===== src/rtl/sr_drv_pkg.sv =====
// Shared types and constants for the NAND SR latch driver.
package sr_drv_pkg;

    typedef enum logic [2:0] {
        StInit,
        StIdle,
        StPulse,
        StDead,
        StCheck,
        StDone
    } state_e;

    typedef enum logic {
        OP_SET,
        OP_CLR
    } op_e;

    localparam int unsigned PULSE_W_MIN = 1;
    localparam int unsigned DEAD_W_MIN  = 3;

    function automatic int unsigned cnt_width(input int unsigned pulse_w,
                                              input int unsigned dead_w);
        int unsigned longest;
        longest = (pulse_w > dead_w) ? pulse_w : dead_w;
        return $clog2(longest + 1);
    endfunction

    function automatic logic expected_q(input op_e op);
        return (op == OP_SET);
    endfunction

endpackage


===== src/rtl/sync2.sv =====
// Two-flop synchroniser with asynchronous active-low reset to RST_VAL.
module sync2 #(
    parameter logic RST_VAL = 1'b0
) (
    input  logic clk,
    input  logic rst_n,
    input  logic i_d,
    output logic o_q
);

    logic r_meta;
    logic r_sync;

    always_ff @(posedge clk or negedge rst_n) begin
        if (!rst_n) begin
            r_meta <= RST_VAL;
            r_sync <= RST_VAL;
        end else begin
            r_meta <= i_d;
            r_sync <= r_meta;
        end
    end

    assign o_q = r_sync;

endmodule


===== src/rtl/sr_latch_driver.sv =====
// Drives a NAND SR latch with timed, mutually exclusive active-low pulses
// and checks the synchronised readback after a dead time.
module sr_latch_driver
    import sr_drv_pkg::*;
#(
    parameter int unsigned PULSE_W = 2,
    parameter int unsigned DEAD_W  = 3
) (
    input  logic clk,
    input  logic rst_n,
    input  logic set_req,
    input  logic clr_req,
    input  logic q_fb,
    output logic s_n,
    output logic r_n,
    output logic busy,
    output logic done,
    output logic err
);

    localparam int unsigned CW = cnt_width(PULSE_W, DEAD_W);

    if (PULSE_W < PULSE_W_MIN || DEAD_W < DEAD_W_MIN) begin : g_param_check
        $error("sr_latch_driver: PULSE_W must be >= 1 and DEAD_W must be >= 3");
    end

    state_e          r_state;
    op_e             r_op;
    logic            r_init;
    logic [CW-1:0]   r_cnt;
    logic            r_s_n;
    logic            r_r_n;
    logic            r_busy;
    logic            r_done;
    logic            r_err;
    logic            w_q_sync;

    sync2 #(
        .RST_VAL (1'b0)
    ) u_sync2 (
        .clk   (clk),
        .rst_n (rst_n),
        .i_d   (q_fb),
        .o_q   (w_q_sync)
    );

    always_ff @(posedge clk or negedge rst_n) begin
        if (!rst_n) begin
            r_state <= StInit;
            r_op    <= OP_CLR;
            r_init  <= 1'b1;
            r_cnt   <= '0;
            r_s_n   <= 1'b1;
            r_r_n   <= 1'b1;
            r_busy  <= 1'b1;
            r_done  <= 1'b0;
            r_err   <= 1'b0;
        end else begin
            r_done <= 1'b0;
            case (r_state)
                StInit: begin
                    r_op    <= OP_CLR;
                    r_init  <= 1'b1;
                    r_cnt   <= CW'(PULSE_W - 1);
                    r_r_n   <= 1'b0;
                    r_state <= StPulse;
                end
                StIdle: begin
                    // Clear wins when both strobes arrive together.
                    if (set_req || clr_req) begin
                        r_op    <= clr_req ? OP_CLR : OP_SET;
                        r_init  <= 1'b0;
                        r_cnt   <= CW'(PULSE_W - 1);
                        r_s_n   <= clr_req;
                        r_r_n   <= !clr_req;
                        r_busy  <= 1'b1;
                        r_state <= StPulse;
                    end
                end
                StPulse: begin
                    if (r_cnt == '0) begin
                        r_s_n   <= 1'b1;
                        r_r_n   <= 1'b1;
                        r_cnt   <= CW'(DEAD_W - 1);
                        r_state <= StDead;
                    end else begin
                        r_cnt <= r_cnt - 1'b1;
                    end
                end
                StDead: begin
                    if (r_cnt == '0) begin
                        r_state <= StCheck;
                    end else begin
                        r_cnt <= r_cnt - 1'b1;
                    end
                end
                StCheck: begin
                    r_err <= (w_q_sync != expected_q(r_op));
                    // The power-up clear returns straight to idle without a done pulse.
                    if (r_init) begin
                        r_busy  <= 1'b0;
                        r_state <= StIdle;
                    end else begin
                        r_done  <= 1'b1;
                        r_state <= StDone;
                    end
                end
                StDone: begin
                    r_busy  <= 1'b0;
                    r_state <= StIdle;
                end
                default: begin
                    r_s_n   <= 1'b1;
                    r_r_n   <= 1'b1;
                    r_busy  <= 1'b1;
                    r_state <= StInit;
                end
            endcase
        end
    end

    assign s_n  = r_s_n;
    assign r_n  = r_r_n;
    assign busy = r_busy;
    assign done = r_done;
    assign err  = r_err;

endmodule


===== config.mk =====
export PLATFORM = sky130hd
export DESIGN_NAME = sr_latch_driver
export DESIGN_NICKNAME = d
export VERILOG_FILES = /design/src/rtl/sr_drv_pkg.sv /design/src/rtl/sync2.sv /design/src/rtl/sr_latch_driver.sv
export SDC_FILE = /design/constraint.sdc
export NUM_CORES = 1
export LEC_CHECK = 0
export ABC_AREA = 1
export CORE_MARGIN = 10
export CORE_UTILIZATION = 28
export CTS_BUF_LIST = sky130_fd_sc_hd__clkbuf_2
export CTS_CLUSTER_DIAMETER = 120
export DETAILED_ROUTE_END_ITERATION = 10
export SLEW_MARGIN = 20
export SYNTH_ARGS = -nofsm -noshare
export SYNTH_HDL_FRONTEND = slang
export SYNTH_SLANG_ARGS = --single-unit

===== constraint.sdc =====
create_clock -name clk -period 1.3 [get_ports clk]
set_clock_uncertainty 0.1 [all_clocks]
set_input_delay 0.13 -clock clk [delete_from_list [all_inputs] [get_ports clk]]
set_output_delay 0.13 -clock clk [all_outputs]
set_load 0.05 [all_outputs]

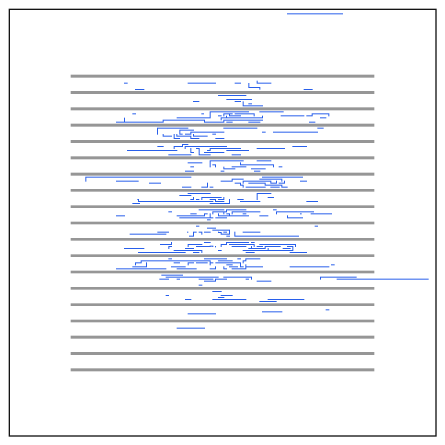
Run 1: signal wires on met1
Scale: 6 px per µm. Supply wires on this layer in grey.
The wires run mostly horizontal. The longest straight run is 17.5 µm. The layer carries 645 µm of wire.
final wirelength: 1640 µm
routing usage on met1: 7.04%

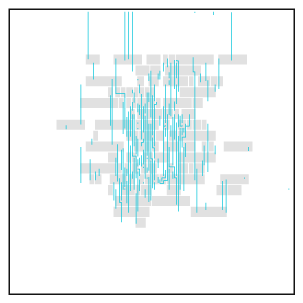
Run 1: the metal 2 layer
Scale: 4 px per µm. Cells faint in the background.
94 nets have wire on it. The longest straight run is 27.0 µm. The layer carries 844 µm of wire. The wires run mostly vertical.
GR Util met2: 9.40%
vias post-DR: 646

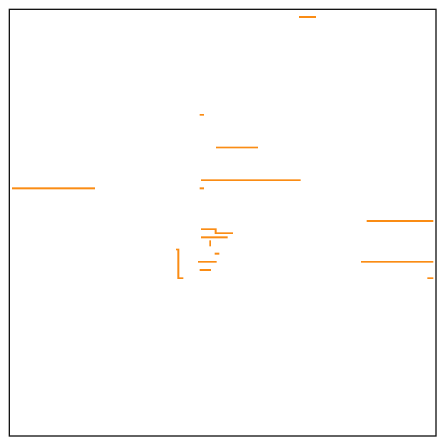
Run 1: signal wires on met3
Scale: 6 px per µm.
The wires run mostly horizontal. The longest straight run is 16.3 µm. The layer holds 5.1% of the routed length.
GR met3 Demand/Resource: 1.81%

==> results.sh, run 1 <==
# physical design summary
export IMPL_logic_area_um2=355
export IMPL_antennaDiodeCount=0
export IMPL_rr_worst_depth=7
export IMPL_slew_violations=0
export IMPL_fin_crit_sh_pct=98.6
export IMPL_postRouteAntennaNets=0
export IMPL_timing_final_ws_setup_ns=0.0187
export IMPL_r2r_slack_ns=0.02
export IMPL_busiest_layer="met2"
export IMPL_worst_path_dominant_cell_family="flip-flops"
export IMPL_yosys_warnings=0
export IMPL_cp_start_kind="register"
export IMPL_place_congestion=0.845
export IMPL_netlist_area_um2=724
export IMPL_ir_worst_vdd_mv=1.30
export IMPL_largest_reg_flops=3
export IMPL_io_buffers=9
export IMPL_cts_sinks=14
export IMPL_status="complete, no violations"
export IMPL_dr_wl_met2_um=844
export IMPL_overflow=0
export IMPL_ys_chip_area_um2=724
export IMPL_final_common_cell="nand2_1"
export IMPL_grt_pass1_wl_um=2560
export IMPL_die_w_um=70.9
export IMPL_crit_chain="nor2_1 > nand3_2 > inv_2 > nor2_4 > nand2_1 > nand2_1 > nand2_1"
export IMPL_worst_pin_slew_ns=0.268
export IMPL_yosys_cells=86
export IMPL_core_area_um2=2480
export IMPL_fp_utilization_pct=29.2
export IMPL_row_count=18
export IMPL_grt_pass1_vias=615
export IMPL_clock_area_share_pct=1.78
export IMPL_clock_path_buffers=2
export IMPL_reg_top3="r_state x3, r_cnt x2"
export IMPL_synth_seq_cells=14
export IMPL_die_area_um2=5020
export IMPL_fin_util_pct=42.7
export IMPL_path_common_cell="nand2_1"
export IMPL_drive_above_1_share_pct=43.4
export IMPL_synth_largest_area_cell="dfrtp_1"
export IMPL_critPathCapture="r_n$_DFFE_PN1P_"
export IMPL_highest_layer="met4"
export IMPL_cts_clk_slew_worst_paths_ns=0.15
export IMPL_cts_resized=4
export IMPL_cts_hold_buf=0
export IMPL_top_register="r_state"
export IMPL_cts_setup_buffers=0
export IMPL_drt_initial_drc_count=40
export IMPL_cp_slowest_cell="dfrtp_2"
export IMPL_hold_ws_ns=0.0225
export IMPL_cts_tree="yes"
export IMPL_final_nets=114
export IMPL_worstSetupStartpoint="r_state[0]$_DFFE_PN0P_"
export IMPL_gr_usage_all_layers_pct=6.04
export IMPL_root_buffer="clkbuf_2"
export IMPL_remaining_drc_errors=0
export IMPL_nWellTaps=30
export IMPL_comb_cells=55
export IMPL_synth_cells=86
export IMPL_async_flop_share_pct=100
export IMPL_flops=14
export IMPL_layout_min_cycle_time_ns=1.28
export IMPL_top_area_share_pct=31.1
export IMPL_hold_violations=0
export IMPL_detail_route_wl_per_cell_um=12.1
export IMPL_nFillCells=244
export IMPL_cp_end_kind="register"
export IMPL_dr_wl_met3_um=83
export IMPL_pre_cts_ws_ns=-0.0452
export IMPL_area_delta_synth_final_pct=45.9
export IMPL_critPathMaxStageDelay_ns=0.51
export IMPL_finalSetupTns_ns=0
export IMPL_clk_latency_ns=0.29
export IMPL_routed_via_density=4.75
export IMPL_ys_types=23
export IMPL_grt_max_degree=15
export IMPL_seq_share_pct=34.1
export IMPL_rsz0062_at_grt="true"
export IMPL_antenna_found_initial=0
export IMPL_seq_area_um2=360
export IMPL_dieHeight_um=70.9
export IMPL_critPathKind="register to register"
export IMPL_arrival_ns=1.42
export IMPL_max_freq_ghz=0.780
export IMPL_drt_pass1_iter_count=4
export IMPL_flop_cell="dfrtp_1"
export IMPL_setup_viol_count_final=0
export IMPL_buffers=18
export IMPL_min_path_type="primary input to async pin"
export IMPL_mostFrequentLayoutCells="nand2_1 (17), inv_1 (8), buf_4 (7)"
export IMPL_topCellsByArea="dfrtp_1 (31%), dfstp_2 (18%), nand2_1 (8.8%)"
export IMPL_io_pins=10
export IMPL_worst_path_stages=7
export IMPL_p_leak_nw=0.512
export IMPL_tool_warnings=29
export IMPL_worst_r2r_endpoint="r_n$_DFFE_PN1P_"
export IMPL_nonClockInverterCount=15
export IMPL_place_hpwl_um=1130
export IMPL_path_max_fanout=7
export IMPL_place_area_um2=916
export IMPL_relSlewSlack_pct=81.9
export IMPL_clkbuf_count=3
==> run 1: cells by family after synthesis <==
kind of cell / share of synthesized area (%)
xor+xnor: 1.21
flops: 49.2
buf+inv: 10.0
simple gates: 25.4
compound gates: 10.7
fa+ha+maj: 3.45
==> run 1: synth_stat cells (all sizes together) (2+ instances only) <==
cell type,number
nand3,8
dfstp,5
nand2,20
inv,15
a21oi,2
dfrtp,9
o21ai,8
nor2,9
ha,2
buf,2
==> run 1: power by group <==
| group | internal, mW | switching [mW] | leakage [nW] |
|---|---|---|---|
| sequential | 0.680 | 0.232 | 0.159 |
| clock | 0.0668 | 0.149 | 0.0140 |
| combinational | 0.814 | 0.942 | 0.339 |
| total | 1.56 | 1.32 | 0.512 |
Run 1, metal layers overlaid:
Scale: 4 px per µm. Two of the layers only.
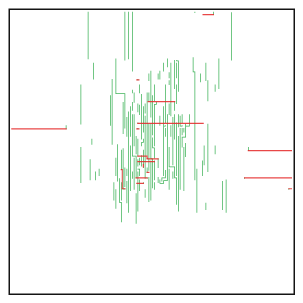

--- run 2 (diff from run 1) ---
CAP_MARGIN = 20   (was default)
CORE_UTILIZATION = 55   (was 28)
HOLD_SLACK_MARGIN = 0.05   (was default)
PLACE_DENSITY = 0.8   (was default)
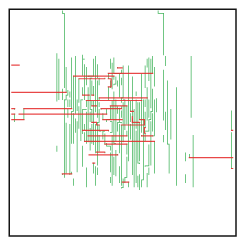
Run 2: metal layers overlaid
Scale: 4 px per µm. Two of the layers only.
Key: M3 = red [wire length 212 µm]; M2 = green [wire length 1000 µm]
vias post-DR: 712
drt wl/cell: 16.7 µm
final wirelength: 2110 µm
Tot GR Track Use: 9.95%

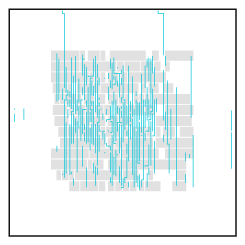
Run 2: the metal 2 layer
Scale: 4 px per µm. Cells faint in the background.
The longest straight run is 24.5 µm. The layer carries 1000 µm of wire.
GR Util met2: 15.1%

==> results.sh, run 2 <==
# physical design summary
export IMPL_status="complete, but fails checks"
export IMPL_failed_checks="setup timing"
export IMPL_hold_path_end="u_sync2.r_meta$_DFF_PN0_"
export IMPL_fp_nets=93
export IMPL_ctsHtreeMaxLevel=1
export IMPL_dieHeight_um=56.3
export IMPL_synth_cells=86
export IMPL_arrival_ns=1.51
export IMPL_final_common_cell="nand2_1"
export IMPL_worst_path_dominant_cell_family="flip-flops"
export IMPL_ys_chip_area_um2=724
export IMPL_timing_final_ws_setup_ns=-0.0634
export IMPL_critPathMaxStageDelay_ns=0.51
export IMPL_async_flop_share_pct=100
export IMPL_pre_cts_ws_ns=-0.0324
export IMPL_cp_end_kind="register"
export IMPL_p_leak_nw=0.532
export IMPL_place_area_um2=890
export IMPL_relSlewSlack_pct=81.4
export IMPL_r2r_slack_ns=-0.06
export IMPL_path_max_fanout=6
export IMPL_routed_via_density=5.65
export IMPL_fin_crit_sh_pct=105
export IMPL_top_area_share_pct=31.1
export IMPL_synth_largest_area_cell="dfrtp_1"
export IMPL_synth_seq_cells=14
export IMPL_die_w_um=56.3
export IMPL_place_congestion=0.939
export IMPL_min_path_type="primary input to register"
export IMPL_reg_top3="r_state x3, r_cnt x2"
export IMPL_cts_setup_buffers=3
export IMPL_clk_latency_ns=0.30
export IMPL_critPathKind="register to register"
export IMPL_path_common_cell="nand2_1"
export IMPL_worst_pin_slew_ns=0.279
export IMPL_hold_violations=0
export IMPL_yosys_area_share_simple_pct=25.4
export IMPL_antennaDiodeCount=0
export IMPL_core_area_um2=1270
export IMPL_grt_pass1_vias=620
export IMPL_seq_area_frac_synth_pct=49.2
export IMPL_yosys_warnings=0
export IMPL_rsz0062_at_grt="true"
export IMPL_largest_reg_flops=3
export IMPL_tool_warnings=28
export IMPL_drt_initial_drc_count=33
export IMPL_postRouteAntennaNets=0
export IMPL_row_count=13
export IMPL_fin_util_pct=84.7
export IMPL_top_cells_by_count="nand2_1 (17), inv_1 (12), dfrtp_1 (9), nor2_1 (7), nand3_1 (6)"
export IMPL_power_total_mw=3.08
export IMPL_root_buffer="clkbuf_2"
export IMPL_path_buffers=1
export IMPL_io_pins=10
export IMPL_grt_max_degree=15
export IMPL_worstHoldStart="q_fb"
export IMPL_cts_clk_slew_worst_paths_ns=0.13
export IMPL_top_register="r_state"
export IMPL_r2r_start="r_state[2]$_DFFE_PN0P_"
export IMPL_drive_above_1_share_pct=45.9
export IMPL_cts_tree="yes"
export IMPL_cap_violations=0
export IMPL_clock_path_buffers=2
export IMPL_syn_avg_cell_area_um2=8.42
export IMPL_cts_resized=7
export IMPL_remaining_drc_errors=0
export IMPL_ir_worst_vdd_mv=1.85
export IMPL_hold_path_depth=1
export IMPL_worstSetupStartpoint="r_state[2]$_DFFE_PN0P_"
export IMPL_place_hpwl_um=1090
export IMPL_cts_buffers=3
export IMPL_critPathCapture="s_n$_DFFE_PN1P_"
export IMPL_grt_pass1_wl_um=2630
export IMPL_area_delta_synth_final_pct=48.4
export IMPL_crit_chain="buf_6 > o21ai_1 > nand2_2 > nor2_1 > nand2_1 > nand2_1"
export IMPL_powerDensity_nw_per_um2=2860
export IMPL_topCellsByArea="dfrtp_1 (31%), dfstp_2 (18%), nand2_1 (8.8%)"
export IMPL_cts_sinks=14
export IMPL_worstPathRequired_ns=1.45
export IMPL_place_inst=111
export IMPL_drt_pass1_iter_count=5
export IMPL_xor_area_share_pct=1.21
export IMPL_fp_utilization_pct=57.1
export IMPL_rr_worst_depth=6
export IMPL_top_logic_kind="simple AND/OR/NAND/NOR gates"
export IMPL_cts_hold_buf=1
export IMPL_hold_ws_ns=0.171
export IMPL_cp_slowest_cell="dfrtp_2"
export IMPL_synth_edff_count=0
export IMPL_ys_types=23
export IMPL_yosys_cells=86
export IMPL_flop_cell="dfrtp_1"
export IMPL_worst_r2r_endpoint="s_n$_DFFE_PN1P_"
export IMPL_top_cell="nand2_1"
export IMPL_io_buffers=9
export IMPL_slew_violations=0
export IMPL_antenna_found_initial=0
export IMPL_setup_viol_count_final=4
export IMPL_fin_cells=126
export IMPL_netlist_area_um2=724
export IMPL_mostFrequentLayoutCells="nand2_1 (15), buf_4 (10), inv_1 (9)"
export IMPL_fin_area_um2=1070
export IMPL_max_freq_ghz=0.733
export IMPL_worst_path_stages=6
export IMPL_overflow=0
export IMPL_final_nets=119
export IMPL_finalSetupTns_ns=-0.107
export IMPL_synthAdderAreaFrac_pct=3.45
export IMPL_mux_area_share_pct=0
export IMPL_die_area_um2=3170
export IMPL_aoi_share_pct=10.7
export IMPL_use_met1_pct=11.6
export IMPL_layout_min_cycle_time_ns=1.36
export IMPL_cp_start_kind="register"
export IMPL_busiest_layer="met2"
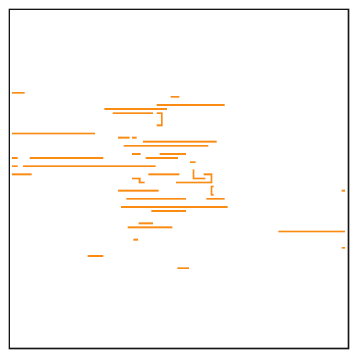
Run 2: signal wires on met3
Scale: 6 px per µm.
The longest straight run is 21.8 µm. The layer carries 212 µm of wire. The wires run mostly horizontal. The layer holds 10% of the routed length. 28 nets have wire on it.
GR met3 Demand/Resource: 3.37%

-- run 2: cell counts after synthesis --
Identical to the previous run, type by type.
-- run 2: where the power goes --
part           internal (mW)  total, mW  switching, mW
combinational          0.852       1.94           1.09
sequential             0.680      0.902          0.222
clock                 0.0814      0.232          0.150
total                   1.61       3.08           1.46
-- run 2: metal layers --
layer | vias to the layer above | wire, µm
met1 | 317 | 802
met2 | 56 | 1000
met4 | 0 | 91
li1 | 326 | -
met5 | - | 0
met3 | 13 | 211
-- run 2: final cells by class --
type / instances / area [µm²]
Clock buffer: 4 / 20.0
Fill cell: 68 / 194
Inverter: 15 / 56.3
Multi-Input combinational cell: 55 / 367
Sequential cell: 14 / 360
Tap cell: 15 / 18.8
Timing Repair Buffer: 23 / 253
No activity file was given, so power comes from the tool's default toggle rates.
